[config.mk]
export PLATFORM = sky130hd
export DESIGN_NAME = otp_pad_buffer
export DESIGN_NICKNAME = d
export VERILOG_FILES = /design/src/rtl/otp_pkg.sv /design/src/rtl/otp_pad_mem.sv /design/src/rtl/otp_pad_buffer.sv
export SDC_FILE = /design/constraint.sdc
export NUM_CORES = 1
export LEC_CHECK = 0
export ABC_AREA = 1
export CAP_MARGIN = 20
export CELL_PAD_IN_SITES_DETAIL_PLACEMENT = 0
export CELL_PAD_IN_SITES_GLOBAL_PLACEMENT = 1
export CORE_MARGIN = 4
export CORE_UTILIZATION = 48
export DETAILED_ROUTE_END_ITERATION = 8
export PLACE_DENSITY = 0.9
export SLEW_MARGIN = 20
export SYNTH_ARGS = -nofsm -noshare
export SYNTH_HDL_FRONTEND = slang
export SYNTH_HIERARCHICAL = 1
export SYNTH_SLANG_ARGS = --single-unit
[constraint.sdc]
create_clock -name clk -period 6 [get_ports clk]
set_input_delay 1.2 -clock clk [delete_from_list [all_inputs] [get_ports clk]]
set_output_delay 1.2 -clock clk [all_outputs]
set_load 0.02 [all_outputs]
[src/rtl/otp_pkg.sv]
// rtl/otp_pkg.sv - shared constants and helpers for the one-time-pad buffer
package otp_pkg;

  localparam int PAD_W         = 8;
  localparam int DEPTH_DEFAULT = 16;

  localparam logic [PAD_W-1:0] ZERO_PAD = '0;

  // Pointer width for a power-of-two slot count; never below one bit.
  function automatic int addr_w(input int depth);
    return (depth <= 2) ? 1 : $clog2(depth);
  endfunction

endpackage

[src/rtl/otp_pad_mem.sv]
// rtl/otp_pad_mem.sv - DEPTH x PAD_W pad register file with write, read-and-zeroise and clear-all
//
// Ports:
//   clk, rst_n         clock, asynchronous active-low reset (zeroises every slot)
//   clr                synchronous zeroise of every slot, overrides write and read
//   wr_en/addr/data    write port
//   rd_en/addr         read port; rd_en zeroises the addressed slot on the edge
//   rd_data            combinational contents of slot[rd_addr]
module otp_pad_mem
  import otp_pkg::*;
#(
  parameter int DEPTH  = DEPTH_DEFAULT,
  parameter int PAD_W  = otp_pkg::PAD_W,
  parameter int ADDR_W = addr_w(DEPTH)
) (
  input  logic              clk,
  input  logic              rst_n,
  input  logic              clr,
  input  logic              wr_en,
  input  logic [ADDR_W-1:0] wr_addr,
  input  logic [PAD_W-1:0]  wr_data,
  input  logic              rd_en,
  input  logic [ADDR_W-1:0] rd_addr,
  output logic [PAD_W-1:0]  rd_data
);

  logic [PAD_W-1:0] slots_q [DEPTH];
  logic [PAD_W-1:0] slots_d [DEPTH];

  always_comb begin
    slots_d = slots_q;
    if (clr) begin
      for (int i = 0; i < DEPTH; i++) slots_d[i] = '0;
    end else begin
      // The parent never writes and consumes the same slot together; the
      // write is ordered last so it would win if it ever did.
      if (rd_en) slots_d[rd_addr] = '0;
      if (wr_en) slots_d[wr_addr] = wr_data;
    end
  end

  always_ff @(posedge clk or negedge rst_n) begin
    if (!rst_n) begin
      for (int i = 0; i < DEPTH; i++) slots_q[i] <= '0;
    end else begin
      slots_q <= slots_d;
    end
  end

  assign rd_data = slots_q[rd_addr];

endmodule

[src/rtl/otp_pad_buffer.sv]
// rtl/otp_pad_buffer.sv - one-time-pad key buffer issuing each pad byte exactly once
//
// Ports:
//   clk, rst_n             clock, asynchronous active-low reset
//   ena                    tile enable; when low all state holds and the output pulse drops
//   key_valid/key_data     pad byte load, accepted when key_ready
//   key_ready              buffer not full
//   clear                  synchronous flush and zeroise (highest priority, gated by ena)
//   pad_req                request one pad byte
//   pad_data/pad_valid     registered pad byte, one-cycle pulse, zero when not valid
//   count/empty/full       fill level and flags
//   underflow              sticky: pad_req seen while empty
module otp_pad_buffer
  import otp_pkg::*;
#(
  parameter int DEPTH = DEPTH_DEFAULT,
  parameter int PAD_W = otp_pkg::PAD_W
) (
  input  logic                     clk,
  input  logic                     rst_n,
  input  logic                     ena,
  input  logic                     key_valid,
  input  logic [PAD_W-1:0]         key_data,
  output logic                     key_ready,
  input  logic                     clear,
  input  logic                     pad_req,
  output logic [PAD_W-1:0]         pad_data,
  output logic                     pad_valid,
  output logic [$clog2(DEPTH):0]   count,
  output logic                     empty,
  output logic                     full,
  output logic                     underflow
);

  localparam int ADDR_W = addr_w(DEPTH);
  localparam int CNT_W  = $clog2(DEPTH) + 1;
  localparam logic [CNT_W-1:0] DEPTH_CNT = CNT_W'(DEPTH);

  logic [ADDR_W-1:0] wr_ptr_q, wr_ptr_d;
  logic [ADDR_W-1:0] rd_ptr_q, rd_ptr_d;
  logic [CNT_W-1:0]  count_q, count_d;
  logic              underflow_q, underflow_d;
  logic              pad_valid_q, pad_valid_d;
  logic [PAD_W-1:0]  pad_data_q, pad_data_d;

  logic             do_clear, do_push, do_pop, do_under;
  logic [PAD_W-1:0] rd_data;

  assign empty     = (count_q == '0);
  assign full      = (count_q == DEPTH_CNT);
  assign key_ready = ~full;

  // Flush outranks everything, so push/pop are suppressed on a clear edge.
  assign do_clear = ena & clear;
  assign do_push  = ena & ~clear & key_valid & ~full;
  assign do_pop   = ena & ~clear & pad_req & ~empty;
  assign do_under = ena & ~clear & pad_req & empty;

  always_comb begin
    wr_ptr_d    = wr_ptr_q;
    rd_ptr_d    = rd_ptr_q;
    count_d     = count_q;
    underflow_d = underflow_q;
    // Output drops to zero on any cycle without a pop so no key lingers.
    pad_valid_d = 1'b0;
    pad_data_d  = '0;

    if (do_clear) begin
      wr_ptr_d    = '0;
      rd_ptr_d    = '0;
      count_d     = '0;
      underflow_d = 1'b0;
    end else begin
      if (do_push) wr_ptr_d = wr_ptr_q + ADDR_W'(1);
      if (do_pop) begin
        rd_ptr_d    = rd_ptr_q + ADDR_W'(1);
        pad_valid_d = 1'b1;
        pad_data_d  = rd_data;
      end
      if (do_under) underflow_d = 1'b1;
      case ({do_push, do_pop})
        2'b10:   count_d = count_q + CNT_W'(1);
        2'b01:   count_d = count_q - CNT_W'(1);
        default: count_d = count_q;
      endcase
    end
  end

  always_ff @(posedge clk or negedge rst_n) begin
    if (!rst_n) begin
      wr_ptr_q    <= '0;
      rd_ptr_q    <= '0;
      count_q     <= '0;
      underflow_q <= 1'b0;
      pad_valid_q <= 1'b0;
      pad_data_q  <= '0;
    end else begin
      wr_ptr_q    <= wr_ptr_d;
      rd_ptr_q    <= rd_ptr_d;
      count_q     <= count_d;
      underflow_q <= underflow_d;
      pad_valid_q <= pad_valid_d;
      pad_data_q  <= pad_data_d;
    end
  end

  otp_pad_mem #(
    .DEPTH  (DEPTH),
    .PAD_W  (PAD_W),
    .ADDR_W (ADDR_W)
  ) u_mem (
    .clk     (clk),
    .rst_n   (rst_n),
    .clr     (do_clear),
    .wr_en   (do_push),
    .wr_addr (wr_ptr_q),
    .wr_data (key_data),
    .rd_en   (do_pop),
    .rd_addr (rd_ptr_q),
    .rd_data (rd_data)
  );

  assign count     = count_q;
  assign underflow = underflow_q;
  assign pad_valid = pad_valid_q;
  assign pad_data  = pad_data_q;

endmodule

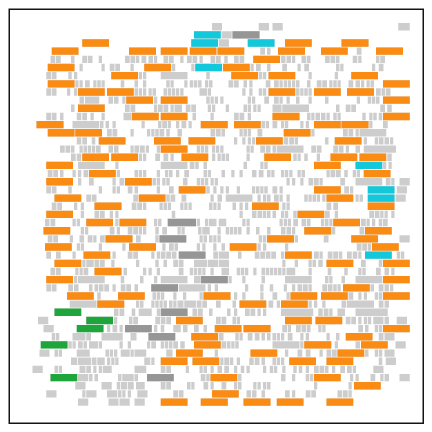
Fig. 1. Register map, names as in the netlist.
Scale: 3 px per micron.
orange -> u_mem/slots_q  # sequential cells 128, where all over the die
green -> count  # sequential cells 5, where bottom left
cyan -> pad_data  # sequential cells 8
not colored = 10
fin util: 54.49%
FF+latch area: 3780 sq um
sequential share of cell area: 41.98%
Seq group: 1110 uW

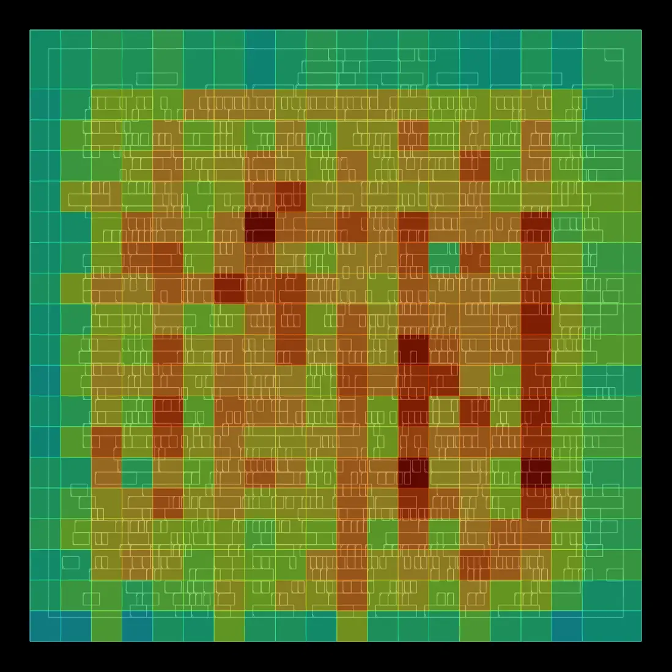
Fig. 2. Congestion heat map.
Most Used Layer, Global Route: met2
GRT Total Usage: 25.83%
DR WL/cell: 16.80 microns
met1 usage: 38.27%

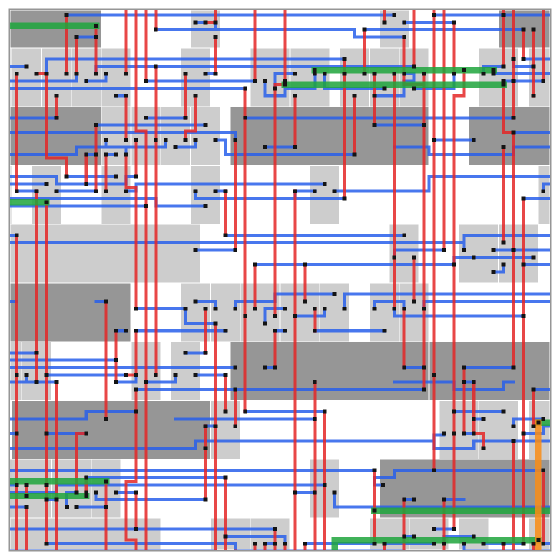
Fig. 3. Layout detail.
Region (91, 91) to (116, 116) microns. Cells in gray, sequential cells in the stronger gray; small squares are vias.
blue -> metal 1
green -> metal 3
orange -> metal 4
red -> metal 2
sequential cells in the window = 6
cells with their middle in the window = 57
most frequent = nand2_1 (32), o21ai_0 (8), a21oi_1 (8)
netlist names of flops here include = u_mem/slots_q (6)

==> run notes <==
run results: hold-fix buffers at CTS 0, Worst Setup Path Type primary input to register, final setup fails 0, Fin. Hold Viols 0, clk sink count 151, Worst path max stage delay 0.68 ns, R2R Setup Slk 3.29 ns, startpoint types primary input, Buffers on Ports 31, Levels on crit path 7, internal power 1885 uW, Chip Area, Yosys 8048 sq um, crit end category register, status finished, final reports clean, DRC Markers 0, Logic cell area 3771 sq um, CTS buffer count 17, Logic inverters 56, Synth area leader dfrtp_1, Pre-antenna DRT Iters 5, Reg2Reg Depth 6, Max-area cell share 46.95%, Starting DRT DRC Count 734, achievable frequency 289.4 MHz, vias per cell 5.271, synth unique cells 26, cells in synth_stat.txt 1138, hold crit path type register to register, Placeable Area 16520 sq um, row cnt 47, Critical Path RT 6.35 ns, Slew @ Worst Pin 0.9844 ns, Gate power share 20.7%, Seq pwr share 40.0%, Net Switching 888.3 uW, synthesized instance count 1138, Worst setup startpoint ena, Clock-cell share 6.643%, Yosys top cell by instances nand2_1, global-route wire length before repair 37.37 mm, Post-Syn Nets 1158, clk latency late pin 0.43 ns, pin count of the biggest net entering global routing 107, Syn Std Cell Area 8048 sq um, Post-synth ARST share 100.0%, # Max-Cap Violations 0, grt total ovfl 0, Clock transition at path regs 0.06 ns, Final Max Tran Viols 0, met2 WL post-DR 10.27 mm, Clock net power 1090 uW, reg2reg start rd_ptr_q[1], post_cts resized 0, clock skew 0.007956 ns, Setup TNS Final 0 ns, final net count 1149, post-DP HPWL 13.74 mm, CTS tree done, met3 Usage GRT 5.186%, RSZ-0062 raised after global routing no, wire length on met3 1.323 mm, Max Fanout on Critical Path 59, synth cell count leaders nand2_1 (522), dfrtp_1 (151), a21oi_1 (132), initial antenna violation count 0, Final Cell Area 9004 sq um, GRT met2 Usage 38.88%, Synth Register Bits 151, Ant. Diodes 0, Clock Tree Root clkbuf_16, M1 WL 11.10 mm, CTS H-tree depth 4, Multi-Input Combinational 865, post-synthesis sequential area ratio 46.95%, uppermost layer routed met4, clock share of power 39.3%, worst r2r dst u_mem/slots_q[2], area grow syn2layout 11.88%, GPL Wtd Cong 0.8538, tool warnings 28, Cell Chain, Critical Path clkdlybuf4s50_1, nand2_1, inv_1, inv_2, buf_4, o21ai_0, a21oi_1, Ports 32, Worst Setup EP u_mem/slots_q[2], highest-delay cell along the critical path inv_2, clkbuf count 19
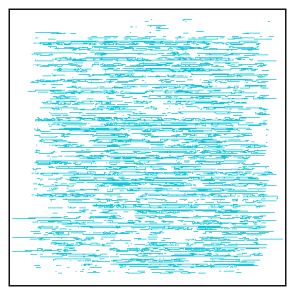
Fig. 4. The metal 1 layer.
Scale: 2 px per micron.
share of all routed wire = 48%
main direction = horizontal
longest straight run = 51.1 microns
wire length on this layer = 11100 microns
nets with wire on the layer = 1065
final wirelength: 22.88 mm
vias: 7179

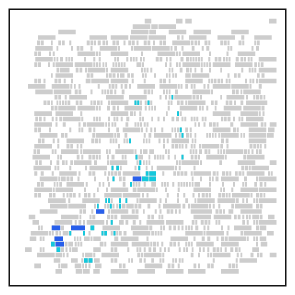
Fig. 5. Logic cells by family.
Scale: 2 px per micron.
cyan -> nor cells  # cells 38
blue -> fa/ha/maj cells  # cells 6, where bottom left
logic share of the area: 41.88%
Commonest Layout Cell: nand2_1
Finished Layout Cells: 1362

worst min-delay path by stage:
stage / startpoint / to / slack [ns] / cells after the start
3_5_place_dp: underflow / underflow / 0.50 / 1
5_1_grt: u_mem/slots_q[78] / u_mem/slots_q[78] / 0.54 / 2
4_1_cts: underflow / underflow / 0.52 / 1
3_3_place_gp: underflow / underflow / 0.50 / 1
6_report: underflow / underflow / 0.51 / 1
2_1_floorplan: u_mem/slots_q[100] / u_mem/slots_q[100] / 0.50 / 2
registers in the layout, summed over array words and instances (netlist names):
signal / flops
u_mem/slots_q: 128
pad_data: 8
count: 5
rd_ptr_q: 4
wr_ptr_q: 4
pad_valid: 1
underflow: 1
cell families (layout without fill, tap and decap cells):
family / after synthesis / in the layout / synth area share (%)
simple gates: 589 / 589 / 28.86
buf+inv: 122 / 126 / 6.188
xor+xnor: 2 / 2 / 0.2177
flops: 151 / 151 / 46.95
fa+ha+maj: 6 / 6 / 1.026
compound gates: 268 / 268 / 16.76
placed cells by master (no fill, tap or decap), drive strengths merged:
cell type	synthesis	layout
fa	1	1
ha	5	5
clkdlybuf4s50	0	30
nand4	1	1
xnor2	2	2
o21ai	134	134
clkbuf	35	19
nand3b	1	1
nor2	32	32
a21oi	133	133
dfrtp	151	151
nand2	527	527
clkinv	0	7
clkinvlp	0	3
bufinv	0	3
inv	56	56
nand3	22	22
a22o	1	1
buf	31	8
nor3	6	6
through the flow:
| step | setup WS, ns | hold WS (ns) | instances |
|---|---|---|---|
| 5_1_grt | 2.269 | 0.5412 | 1362 |
| 2_1_floorplan | 3.256 | 0.5039 | 1138 |
| 4_1_cts | 2.587 | 0.5226 | 1362 |
| 6_report | 2.544 | 0.5147 | 1362 |
| 3_5_place_dp | 2.162 | 0.5019 | 1330 |
| 3_3_place_gp | 2.192 | 0.4979 | 1330 |
Power and IR drop assume default switching activity.
